**src/rtl/rr_arb_pkg.sv**
```systemverilog
// Shared types, constants and helpers for the 4-way round-robin arbiter.
package rr_arb_pkg;

  localparam int unsigned NREQ = 4;

  typedef enum logic {
    ST_IDLE = 1'b0,
    ST_BUSY = 1'b1
  } state_e;

  // Owner index encoding: requester i maps to 3-i.
  localparam logic [1:0] IDX_REQ0 = 2'b11;
  localparam logic [1:0] IDX_REQ1 = 2'b10;
  localparam logic [1:0] IDX_REQ2 = 2'b01;
  localparam logic [1:0] IDX_REQ3 = 2'b00;

  // Returns {found, index} of the first set bit of v, searching ptr, ptr+1, ... (mod 4).
  function automatic logic [2:0] rr_pick(input logic [3:0] v, input logic [1:0] ptr);
    logic [1:0] c;
    logic [2:0] res;
    res = '0;
    for (int unsigned k = 0; k < NREQ; k++) begin
      c = ptr + 2'(k);
      if (v[c] && !res[2]) res = {1'b1, c};
    end
    return res;
  endfunction

  function automatic logic [3:0] onehot4(input logic [1:0] idx);
    return 4'b0001 << idx;
  endfunction

endpackage

```
**src/rtl/rr_arbiter4_onehot4_to_bin2.sv**
```systemverilog
// Combinational 4:2 encoder from one-hot grant to the owner index code.
module onehot4_to_bin2
  import rr_arb_pkg::*;
(
  input  logic [3:0] onehot_i,
  output logic [1:0] idx_o
);

  // Map each legal one-hot value; zero or illegal inputs fall back to 00.
  always_comb begin
    idx_o = IDX_REQ3;
    case (onehot_i)
      4'b0001: idx_o = IDX_REQ0;
      4'b0010: idx_o = IDX_REQ1;
      4'b0100: idx_o = IDX_REQ2;
      4'b1000: idx_o = IDX_REQ3;
      default: idx_o = IDX_REQ3;
    endcase
  end

endmodule

```
**src/rtl/rr_arbiter4.sv**
```systemverilog
// Round-robin arbiter for 4 requesters with a per-owner hold budget and registered outputs.
module rr_arbiter4
  import rr_arb_pkg::*;
#(
  parameter int unsigned MAX_HOLD = 8
) (
  input  logic       clk,
  input  logic       rst,
  input  logic [3:0] req,
  output logic [3:0] grant,
  output logic [1:0] grant_idx,
  output logic       grant_valid
);

  localparam int unsigned      CNT_W    = $clog2(MAX_HOLD + 1);
  localparam logic [CNT_W-1:0] HOLD_MAX = CNT_W'(MAX_HOLD);
  localparam logic [CNT_W-1:0] HOLD_ONE = CNT_W'(1);

  state_e           state_q, state_d;
  logic [3:0]       grant_q, grant_d;
  logic [1:0]       grant_idx_q, grant_idx_d;
  logic             grant_valid_q;
  logic [1:0]       ptr_q, ptr_d;
  logic [CNT_W-1:0] hold_q, hold_d;

  logic [3:0] others;
  logic [3:0] cand;
  logic [2:0] pick;
  logic       owner_req;
  logic       take;
  logic       go_idle;

  // Next-state: pick a winner from ptr, decide grant/handover/preempt/idle, update hold counter.
  always_comb begin
    state_d   = state_q;
    grant_d   = grant_q;
    ptr_d     = ptr_q;
    hold_d    = hold_q;
    take      = 1'b0;
    go_idle   = 1'b0;
    others    = req & ~grant_q;
    cand      = (state_q == ST_IDLE) ? req : others;
    pick      = rr_pick(cand, ptr_q);
    owner_req = |(req & grant_q);

    unique case (state_q)
      ST_IDLE: begin
        take = pick[2];
      end
      ST_BUSY: begin
        if (!owner_req) begin
          take    = pick[2];
          go_idle = !pick[2];
        end else if ((hold_q == HOLD_MAX) && pick[2]) begin
          take = 1'b1;
        end else if (hold_q != HOLD_MAX) begin
          hold_d = hold_q + HOLD_ONE;
        end
      end
    endcase

    if (take) begin
      state_d = ST_BUSY;
      grant_d = onehot4(pick[1:0]);
      ptr_d   = pick[1:0] + 2'd1;
      hold_d  = HOLD_ONE;
    end else if (go_idle) begin
      state_d = ST_IDLE;
      grant_d = '0;
      hold_d  = '0;
    end
  end

  onehot4_to_bin2 u_enc (
    .onehot_i (grant_d),
    .idx_o    (grant_idx_d)
  );

  // State and output registers; reset dominates everything.
  always_ff @(posedge clk) begin
    if (rst) begin
      state_q       <= ST_IDLE;
      grant_q       <= '0;
      grant_idx_q   <= IDX_REQ3;
      grant_valid_q <= 1'b0;
      ptr_q         <= '0;
      hold_q        <= '0;
    end else begin
      state_q       <= state_d;
      grant_q       <= grant_d;
      grant_idx_q   <= grant_idx_d;
      grant_valid_q <= |grant_d;
      ptr_q         <= ptr_d;
      hold_q        <= hold_d;
    end
  end

  assign grant       = grant_q;
  assign grant_idx   = grant_idx_q;
  assign grant_valid = grant_valid_q;

  a_onehot: assert property (@(posedge clk) disable iff (rst) $onehot0(grant_q));
  a_valid:  assert property (@(posedge clk) disable iff (rst) grant_valid_q == (|grant_q));
  a_idx:    assert property (@(posedge clk) disable iff (rst) grant_valid_q |-> grant_q[~grant_idx_q]);
  a_idle:   assert property (@(posedge clk) disable iff (rst) !grant_valid_q |-> (grant_idx_q == IDX_REQ3));

endmodule
```
**config.mk**
```make
export PLATFORM = sky130hd
export DESIGN_NAME = rr_arbiter4
export DESIGN_NICKNAME = d
export VERILOG_FILES = /design/src/rtl/rr_arb_pkg.sv /design/src/rtl/rr_arbiter4_onehot4_to_bin2.sv /design/src/rtl/rr_arbiter4.sv
export SDC_FILE = /design/constraint.sdc
export NUM_CORES = 1
export LEC_CHECK = 0
export CAP_MARGIN = 20
export CORE_MARGIN = 3
export CORE_UTILIZATION = 40
export DETAILED_ROUTE_END_ITERATION = 10
export GPL_TIMING_DRIVEN = 0
export MAX_ROUTING_LAYER = met4
export PLACE_DENSITY_LB_ADDON = 0.3
export SETUP_SLACK_MARGIN = 0.3
export SLEW_MARGIN = 20
export SYNTH_ARGS = -nofsm -noshare
export SYNTH_HDL_FRONTEND = slang
export SYNTH_SLANG_ARGS = --single-unit
```
**constraint.sdc**
```tcl
create_clock -name clk -period 4.1 [get_ports clk]
set_input_delay 1.23 -clock clk [delete_from_list [all_inputs] [get_ports clk]]
set_output_delay 1.23 -clock clk [all_outputs]
set_load 0.01 [all_outputs]
```
==> run_1/ff_map.png <==
Bar = 20 um. Other sequential cells in the stronger gray, the rest of the logic in the fainter gray.
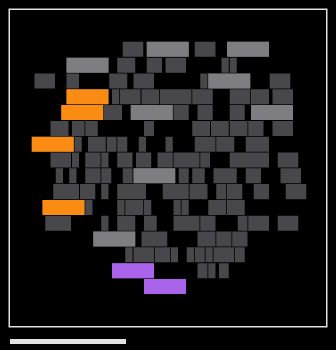
[orange] `hold_q` | sequential cells: 4
[purple] `ptr_q` | sequential cells: 2

==> run_1/pinout.png <==
Bar = 20 um. Pins as bars across the die edge, other pins in gray.
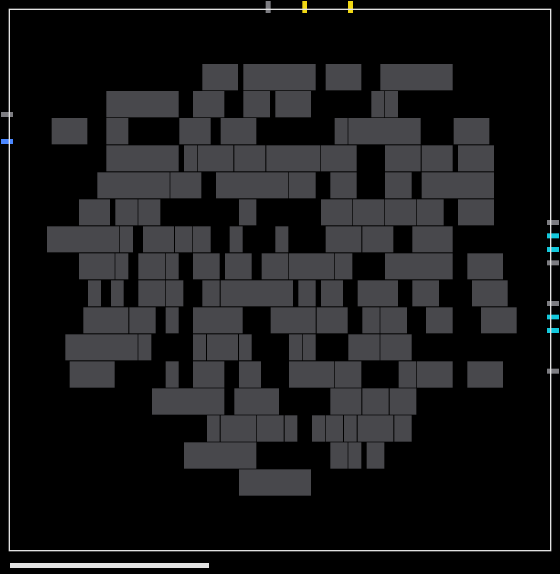
[yellow] `grant_idx` | pins: 2 | direction: output | edge: north
[cyan] `req` | pins: 4 | direction: input | edge: east
[blue] `rst` | pins: 1 | direction: input | edge: west
all pins by edge: 8 east, 3 north, 2 west

==> run_1/route_heat.png <==
Bar = 20 um. 11 x 11 tiles, from dark blue (low) to red (high), scaled to the fullest tile. Values are wire area over tile area, all layers added.
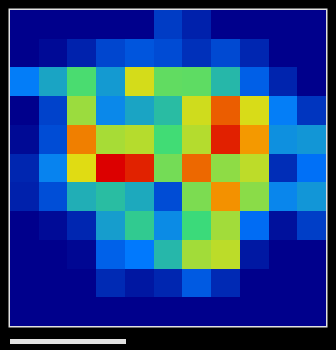
nearly empty tiles: 31%
densest ninth of the die: center
fullest tile: 0.44
emptiest ninth of the die: south-west
mean over tiles: 0.11
via count: 884
all-layer global routing usage: 0.1671
sum of routed wire length over all layers: 2115 um
post-DR wirelength/cell: 14.29 um

[run 1: flip-flops by register name, indices dropped and copies added (netlist names)]
| register | flops |
|---|---|
| grant_valid | 1 |
| hold_q | 4 |
| grant_idx | 2 |
| grant | 4 |
| ptr_q | 2 |
| state_q | 1 |
[run 1: logic make-up (layout without fill, tap and decap cells)]
logic type / Yosys count / in the layout
fa+ha+maj: 6 / 6
mux: 3 / 3
xor+xnor: 4 / 4
simple gates: 29 / 29
flops: 14 / 14
buf+inv: 11 / 27
compound gates: 38 / 38
[run 1: area by class of cell]
cell class              instances  area, um^2  share of cell area
repair buffers                 12       120.1              0.1067
multi-input cells              80       605.6              0.5378
well taps                      27       33.78             0.03000
flip-flops and latches         14       280.3              0.2489
clock buffers                   4       36.28             0.03222
inverters                       8       30.03             0.02667
plain buffers                   3       20.02             0.01778
[run 1: routing by layer]
metal  part of all wire  up-vias  track usage
met3              0.047        4      0.04360
met2               0.45       23       0.2490
met1               0.48      408       0.2072
met4              0.016        0      0.08299
met5                  0        -            -
li1                   -      449            -
[run 1: synthesized netlist by cell type (all sizes together)]
master   number
a41oi         1
a22oi         2
a2111oi       3
mux2i         3
ha            6
dfxtp        14
and4b         2
a21oi         8
a22o          2
nor3b         1
nor3          4
nand3b        1
and2          1
a21o          1
or4           1
o2bb2ai       1
and3b         1
o22a          1
xor2          1
nor2          9
clkbuf        1
a21boi        4
o31ai         3
inv           8
a221o         3
o21a          1
nor4          4
a221oi        1
o41ai         3
o221ai        1
buf           2
xnor2         3
o211ai        1
a211oi        2
nand2         5
[run 1: power breakdown]
group          internal [mW]  switching, mW  total, mW
Combinational          0.113          0.117      0.230
Sequential             0.163         0.0251      0.188
Clock                 0.0540         0.0468      0.101
Total                  0.330          0.189      0.519
==> results.toml, run 1 <==
# generated from flow reports
[yosys]
xor_xnor_cells_area_fraction = 0.03743
syn_area_per_cell_um2 = 8.913
yosys_warnings = 0
synth_compound_gate_area_share = 0.3316
synth_flops = 14
number_of_cell_instances_after_yosys_synthesis = 105
yosys.stat.seqShare = 0.2995
simple_gate_share = 0.1658
synth_chip_area_um2 = 935.9
synth.mux.area_fraction = 0.03209
post_synthesis_cell_type_count = 38

[pwr]
irDropWorstVdd_uv = 256.1
leakage_nw = 0.4253
pwr_density_cell_nw_per_um2 = 461.2

[drt]
drt-vias-per-instance = 5.973
drt_iter0_markers = 14

[worst_hold_path]
worst_hold_path_type = "reg -> reg"
hold-path-cell-count = 2
timing.hold.worst.start = "ptr_q[0]"

[global_route]
grt.overflow.total = 0
via_count_of_the_first_global_routing_pass = 800
grt_antenna_before_repair = 0
grt_pass1_wl_um = 3484

[critical_path]
worstSetupStartpoint = "req[0]"
timing.critical_path.to = "grant_idx[0]"
regToRegEndpoint = "grant_idx[0]"
start_kind = "input pin"
cp_arrival_ns = 3.75
max_stage_delay_ns = 0.50
crit_path_capture_type = "flip-flop"
worst_path_dominant_cell_family = "AND-OR/OR-AND gates"
setup.reg_to_reg.worst_slack_ns = 1.56
buffering_stage_count_on_the_worst_path_with_inverters_included = 2
cpMaxStageDelayCell = "clkdlybuf4s50_1"
worst-path-max-fanout = 9
worst-endpoint-required_ns = 4.28
critical_path_depth = 11

[cts]
cts_tree = "yes"
clk_root_buffer_cell = "clkbuf_4"
cts_max_level = 1
cts.sinks = 14
clockBufferDepth = 2
total_clock_buffers_created_by_cts = 3
clk_latency_ns = 0.28

[layout]
number_of_fill_cells = 202
most_frequent_logic_cell_in_the_layout = "dfxtp_1"
antenna_cells = 0
design_area_um2 = 1126
mostFrequentLayoutCells = "dfxtp_1, clkdlybuf4s50_1, nor2_1"
design.final.nets = 134

[sta]
fin_setup_tns_ns = 0
fin_crit_ns = 3.568
post-route-worst-setup-slack_ns = 0.5318
fmax_ghz = 0.2803
hold_slack_ns = 0.5245
timing.final.hold_violations = 0
tightestPinTransition_ns = 0.7439

[run_status]
outcome = "complete, no violations"

[placed_design]
dp_slack_ns = 0.2560
placement.cell_area_um2 = 1090

[floorplan]
fp.dieH_um = 54.37
core_region_area_um2 = 2082
floorplan.initialDensity = 0.4495
floorplan.io_pins = 13
num_rows = 16

[flow_run]
warnings = 30
==> run_1/m1.png <==
Bar = 20 um.
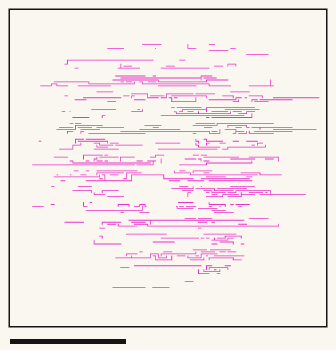

==> run 1 -> run 2 <==
- GPL_ROUTABILITY_DRIVEN: not set -> 0
- GPL_TIMING_DRIVEN: 0 -> not set
==> run_2/m1.png <==
Bar = 20 um.
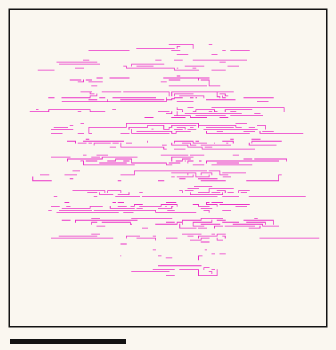
main direction: horizontal
share of all routed wire: 45%
wire length on this layer: 992 um
nets with wire on the layer: 113
via count: 899
GR Layer Usage met1: 0.2066
sum of routed wire length over all layers: 2221 um

==> results.toml, run 2 <==
# generated from flow reports
[run_status]
outcome = "complete, no violations"

[floorplan]
floorplan.initialDensity = 0.4495
floorplan.io_pins = 13
num_rows = 16
core_region_area_um2 = 2082

[cts]
cts.sinks = 14
cts_max_level = 1
clockBufferDepth = 2
clk_root_buffer_cell = "clkbuf_4"
total_clock_buffers_created_by_cts = 3
clk_latency_ns = 0.29
cts_tree = "yes"

[yosys]
synth_flops = 14
flop_cell = "dfxtp_1"
yosys.stat.seqShare = 0.2995
edf_count = 0
synth_chip_area_um2 = 935.9
synthTopCellsByCount = "dfxtp_1, nor2_1, a21oi_1, inv_1, ha_1"
postSynth.asyncResetShare = 0
yosys_warnings = 0
post-synth-top-count-cell = "dfxtp_1"
yosys-top-cells-area = "dfxtp_1, ha_1, a21oi_1"
post_synthesis_cell_type_count = 38
syn_area_per_cell_um2 = 8.913

[sta]
fmax_ghz = 0.2835
post-route-worst-setup-slack_ns = 0.5726
fin_crit_ns = 3.527
timing.final.hold_violations = 0
tightestPinTransition_ns = 0.8054
fin_setup_tns_ns = 0

[critical_path]
critical_path.reg2reg.startpoint = "state_q"
start_kind = "input pin"
worst-path-max-fanout = 7
setup.reg_to_reg.worst_slack_ns = 1.33
cp_arrival_ns = 3.77
regToRegEndpoint = "grant_idx[0]"
worst-endpoint-required_ns = 4.34
buffering_stage_count_on_the_worst_path_with_inverters_included = 2
max_stage_delay_ns = 0.51
crit_path_capture_type = "flip-flop"

[drt]
route.layer.met1.wl_um = 991
drt_iter0_markers = 33
top_metal_layer_carrying_routed_signals = "met4"
remaining_drc_errors = 0
drt-vias-per-instance = 6.200
met2_length_um = 1087
dr_wl_met3_um = 126

[layout]
antenna_cells = 0
most_frequent_logic_cell_in_the_layout = "dfxtp_1"
mostFrequentLayoutCells = "dfxtp_1, clkdlybuf4s50_1, nor2_1"
design_area_um2 = 1106

[global_route]
grt_pass1_wl_um = 3760
grt.overflow.total = 0
via_count_of_the_first_global_routing_pass = 881

[pwr]
irDropWorstVdd_uv = 275.8
pwr_density_cell_nw_per_um2 = 474.1
leakage_nw = 0.4156

[placed_design]
dp_slack_ns = 0.2886

[flow_run]
warnings = 30

[worst_hold_path]
hold-path-cell-count = 2
timing.hold.worst.start = "ptr_q[0]"
worst_hold_path_type = "reg -> reg"
==> run_2/route_heat.png <==
Bar = 20 um. 11 x 11 tiles, from dark blue (low) to red (high), scaled to the fullest tile. Values are wire area over tile area, all layers added.
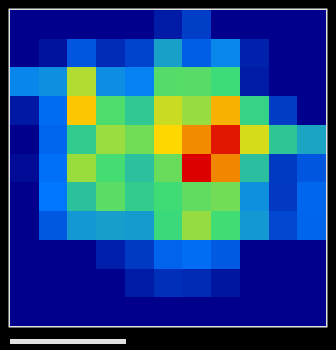
emptiest ninth of the die: south-west
densest ninth of the die: center
nearly empty tiles: 35%
fullest tile: 0.50
all-layer global routing usage: 0.1820
post-DR wirelength/cell: 15.32 um

==> run 2: cell counts after synthesis <==
No cell type changed its count.
==> run 2: kinds of logic after synthesis <==
logic type / Yosys count / share of synthesized area
AND-OR/OR-AND: 38 / 0.3316
AND/OR/NAND/NOR: 29 / 0.1658
flip-flops: 14 / 0.2995
buffers and inverters: 11 / 0.05347
adder cells (fa/ha/maj): 6 / 0.08021
XOR/XNOR: 4 / 0.03744
multiplexers: 3 / 0.03209
==> run 2: where the power goes <==
group          internal (mW)  switching [mW]  total [mW]  leakage, nW
Sequential             0.163          0.0280       0.191        0.115
Clock                 0.0541          0.0514       0.106       0.0210
Combinational          0.112           0.116       0.227        0.279
Total                  0.329           0.195       0.524        0.416
==> run 2: metal layers <==
| layer | vias to the layer above | global-route usage |
|---|---|---|
| met1 | 431 | 0.2066 |
| li1 | 435 | - |
| met5 | - | - |
| met4 | 0 | 0.07054 |
| met2 | 29 | 0.2928 |
| met3 | 4 | 0.06267 |
==> run 2: worst max path at each step <==
stage	startpoint	endpoint	slack, ns	cells after the start
floorplan	req[0]	grant_idx[0]	0.98	10
global placement	req[0]	grant_idx[0]	0.35	11
detailed placement	req[0]	grant_idx[0]	0.29	11
CTS	req[3]	grant_idx[0]	0.60	10
global route	req[3]	grant_idx[0]	0.39	10
finish	req[3]	grant_idx[0]	0.57	10
==> run 2: final cells by class <==
type                       count  area (um^2)  share of cell area
clock buffer                   4        36.28             0.03281
inverter                       8        30.03             0.02715
multi-input combinational     80        605.6              0.5475
sequential                    14        280.3              0.2534
tap                           27        33.78             0.03054
timing repair buffer          12        120.1              0.1086
==> run_2/ff_map.png <==
Bar = 20 um. Other sequential cells in the stronger gray, the rest of the logic in the fainter gray.
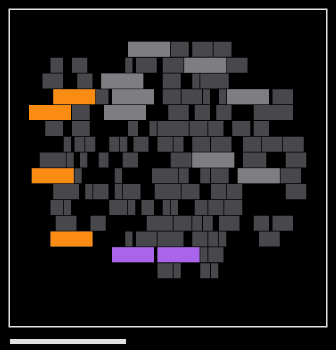

==> run 2 -> run 3 <==
- CAP_MARGIN: 20 -> not set
- REMOVE_ABC_BUFFERS: not set -> 1
==> run_3/ff_map.png <==
Bar = 20 um. Other sequential cells in the stronger gray, the rest of the logic in the fainter gray.
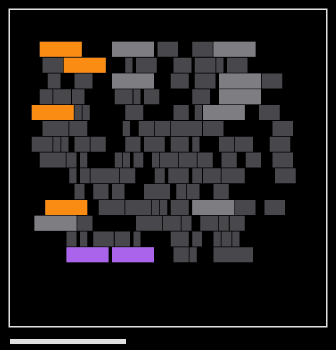
[purple] `ptr_q` | sequential cells: 2
[orange] `hold_q` | sequential cells: 4
not colored: 8
post-route core utilization: 0.5313
Flop area: 280.3 um^2

==> results.toml, run 3 <==
# generated from flow reports
[run_status]
outcome = "complete, no violations"

[layout]
multiInputGateArea_um2 = 605.6
mostFrequentLayoutCells = "dfxtp_1, clkdlybuf4s50_1, nor2_1"
layout_cell_share_with_drive_strength_beyond_1 = 0.05932
synthToLayoutAreaGrowth_pct = 18.18
antenna_cells = 0
most_frequent_logic_cell_in_the_layout = "dfxtp_1"
number_of_fill_cells = 214
design.final.nets = 131

[critical_path]
start_kind = "input pin"
buffering_stage_count_on_the_worst_path_with_inverters_included = 2
cp_arrival_ns = 3.76
worst_path_dominant_cell_family = "AND-OR/OR-AND gates"
worst-path-max-fanout = 9
cpMaxStageDelayCell = "clkdlybuf4s50_1"
crit_path_capture_type = "flip-flop"
max_stage_delay_ns = 0.51
worst-endpoint-required_ns = 4.28
path_class = "in -> reg"
cp_cell_sequence = "clkdlybuf4s50_1 > a21boi_2 > a21oi_1 > o21a_1 > o22a_1 > inv_1 > ha_1 > o41ai_1 > a221o_1 > xor2_1 > and4b_1"

[pwr]
power.clock.fraction = 0.196
share_seq_of_total_power = 0.368
leakage_nw = 0.4156
report.power.total_mw = 0.5211
irDropWorstVdd_uv = 241.2
p_int_mw = 0.3290
power_switching_mw = 0.1921
combinationalPowerShare = 0.436
pwr_density_cell_nw_per_um2 = 471.2
switching_share = 0.3686

[cts]
clk_latency_ns = 0.28
total_clock_buffers_created_by_cts = 3
cts_hold_repair.buffers = 0
clockBufferDepth = 2
cts_max_level = 1
post_cts.repair.setup_buffers = 0
cts.sinks = 14
cts_tree = "yes"
clk_root_buffer_cell = "clkbuf_4"
post_cts_resize_count = 0
worst_setup_hold_path_clk_slew_ns = 0.09

[floorplan]
core_region_area_um2 = 2082
floorplan.io_pins = 13
chipWidth_um = 54.37
design.die.area_um2 = 2956
num_rows = 16
floorplan.initialDensity = 0.4495
fp.dieH_um = 54.37

[drt]
first_pass_iters = 4
routed_wire_length_per_instance_um = 14.90
postRouteWirelength_um = 2160
drt-vias-per-instance = 6.014
drt_iter0_markers = 25
route.vias.total = 872
remaining_drc_errors = 0
postRouteAntennaNets = 0

[global_route]
pin_count_of_the_biggest_net_entering_global_routing = 15
grt.overflow.total = 0
grt_antenna_before_repair = 0
global_route.usage.total = 0.1630
via_count_of_the_first_global_routing_pass = 753
grt_pass1_wl_um = 3408

[yosys]
syn_area_per_cell_um2 = 8.913
yosys.stat.seqShare = 0.2995
synthesis.instances = 105
synthTopCellsByCount = "dfxtp_1, nor2_1, a21oi_1, inv_1, ha_1"
edf_count = 0
number_of_cell_instances_after_yosys_synthesis = 105
top_area_cell = "dfxtp_1"
post_synthesis_cell_type_count = 38
yosys-top-cells-area = "dfxtp_1, ha_1, a21oi_1"
netlist_area_um2 = 935.9
share_of_yosys_cell_area_claimed_by_the_top_area_cell_type = 0.2995
postSynth.asyncResetShare = 0
post-synth-top-count-cell = "dfxtp_1"
yosys_warnings = 0
flop_cell = "dfxtp_1"
synth_flops = 14
synth_chip_area_um2 = 935.9

[sta]
setup_repair_after_global_routing_missed_its_margin = "no"
fin_crit_ns = 3.578
final_max_slew_viol_count = 0
finalCritPeriodShare = 0.8728
clock-skew-final_ns = 0.007297
fmax_ghz = 0.2795
relSlewSlack = 0.4855
post-route-worst-setup-slack_ns = 0.5216
hold_slack_ns = 0.5284
setup_viol = 0
fin_setup_tns_ns = 0
tightestPinTransition_ns = 0.7523
timing.final.hold_violations = 0

[flow_run]
drv_cap = 0
warnings = 29

[placed_design]
dp_wirelength_um = 1624
dp_slack_ns = 0.2562
port-buffer-count = 12

[worst_hold_path]
worst_hold_path_type = "reg -> reg"
==> run_3/route_heat.png <==
Bar = 20 um. 11 x 11 tiles, from dark blue (low) to red (high), scaled to the fullest tile. Values are wire area over tile area, all layers added.
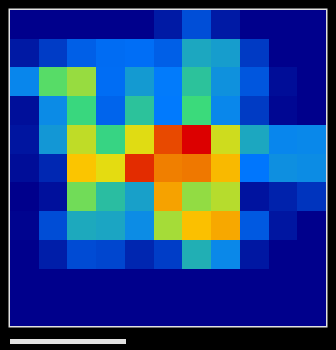
tiles over half the peak: 17%
mean over tiles: 0.12
fullest tile: 0.50
densest ninth of the die: center
nearly empty tiles: 34%

[run 3: metrics by stage]
stage / cell area (um^2) / std cells
after floorplan: 915.9 / 102
after global placement: 1070 / 141
final: 1106 / 145
after global routing: 1106 / 145
after detailed placement: 1070 / 141
after CTS: 1106 / 145
[run 3: power groups by stage]
| stage | Clock [mW] | Sequential (mW) | Combinational, mW |
|---|---|---|---|
| floorplan | 0 | 0.198 | 0.143 |
| global placement | 0 | 0.194 | 0.222 |
| detailed placement | 0 | 0.195 | 0.225 |
| CTS | 0.105 | 0.192 | 0.226 |
| global route | 0.110 | 0.197 | 0.251 |
| finish | 0.102 | 0.192 | 0.227 |
[run 3: per-layer routing]
layer  track usage  vias to the layer above  routed length [um]  part of all wire
met3       0.02725                        2                 135             0.063
li1              -                      437                   -                 -
met2        0.2470                       32                 986              0.46
met4       0.06224                        0                  12            0.0056
met1        0.2155                      401                1026              0.48
met5             -                        -                   0                 0
[run 3: final timing paths]
kind              startpoint      endpoint  slack [ns]  cells after the start
setup reg to reg     state_q  grant_idx[0]        1.34                     10
hold / removal      ptr_q[0]      ptr_q[0]        0.53                      2
setup / recovery      req[0]  grant_idx[0]        0.52                     11
hold reg to reg     ptr_q[0]      ptr_q[0]        0.53                      2
[run 3: final cells by class]
cell class / count / area share
inverter: 8 / 0.02715
sequential: 14 / 0.2534
timing repair buffer: 12 / 0.1086
tap: 27 / 0.03054
clock buffer: 4 / 0.03281
multi-input combinational: 80 / 0.5475
[run 3: cells by family (layout without fill, tap and decap cells)]
kind of cell	count (synthesis)	in the layout	synth area share
multiplexers	3	3	0.03209
flip-flops	14	14	0.2995
XOR/XNOR	4	4	0.03744
AND/OR/NAND/NOR	29	29	0.1658
buffers and inverters	11	24	0.05347
AND-OR/OR-AND	38	38	0.3316
adder cells (fa/ha/maj)	6	6	0.08021
Power figures rest on the tool's default switching activity, not on a simulated workload.
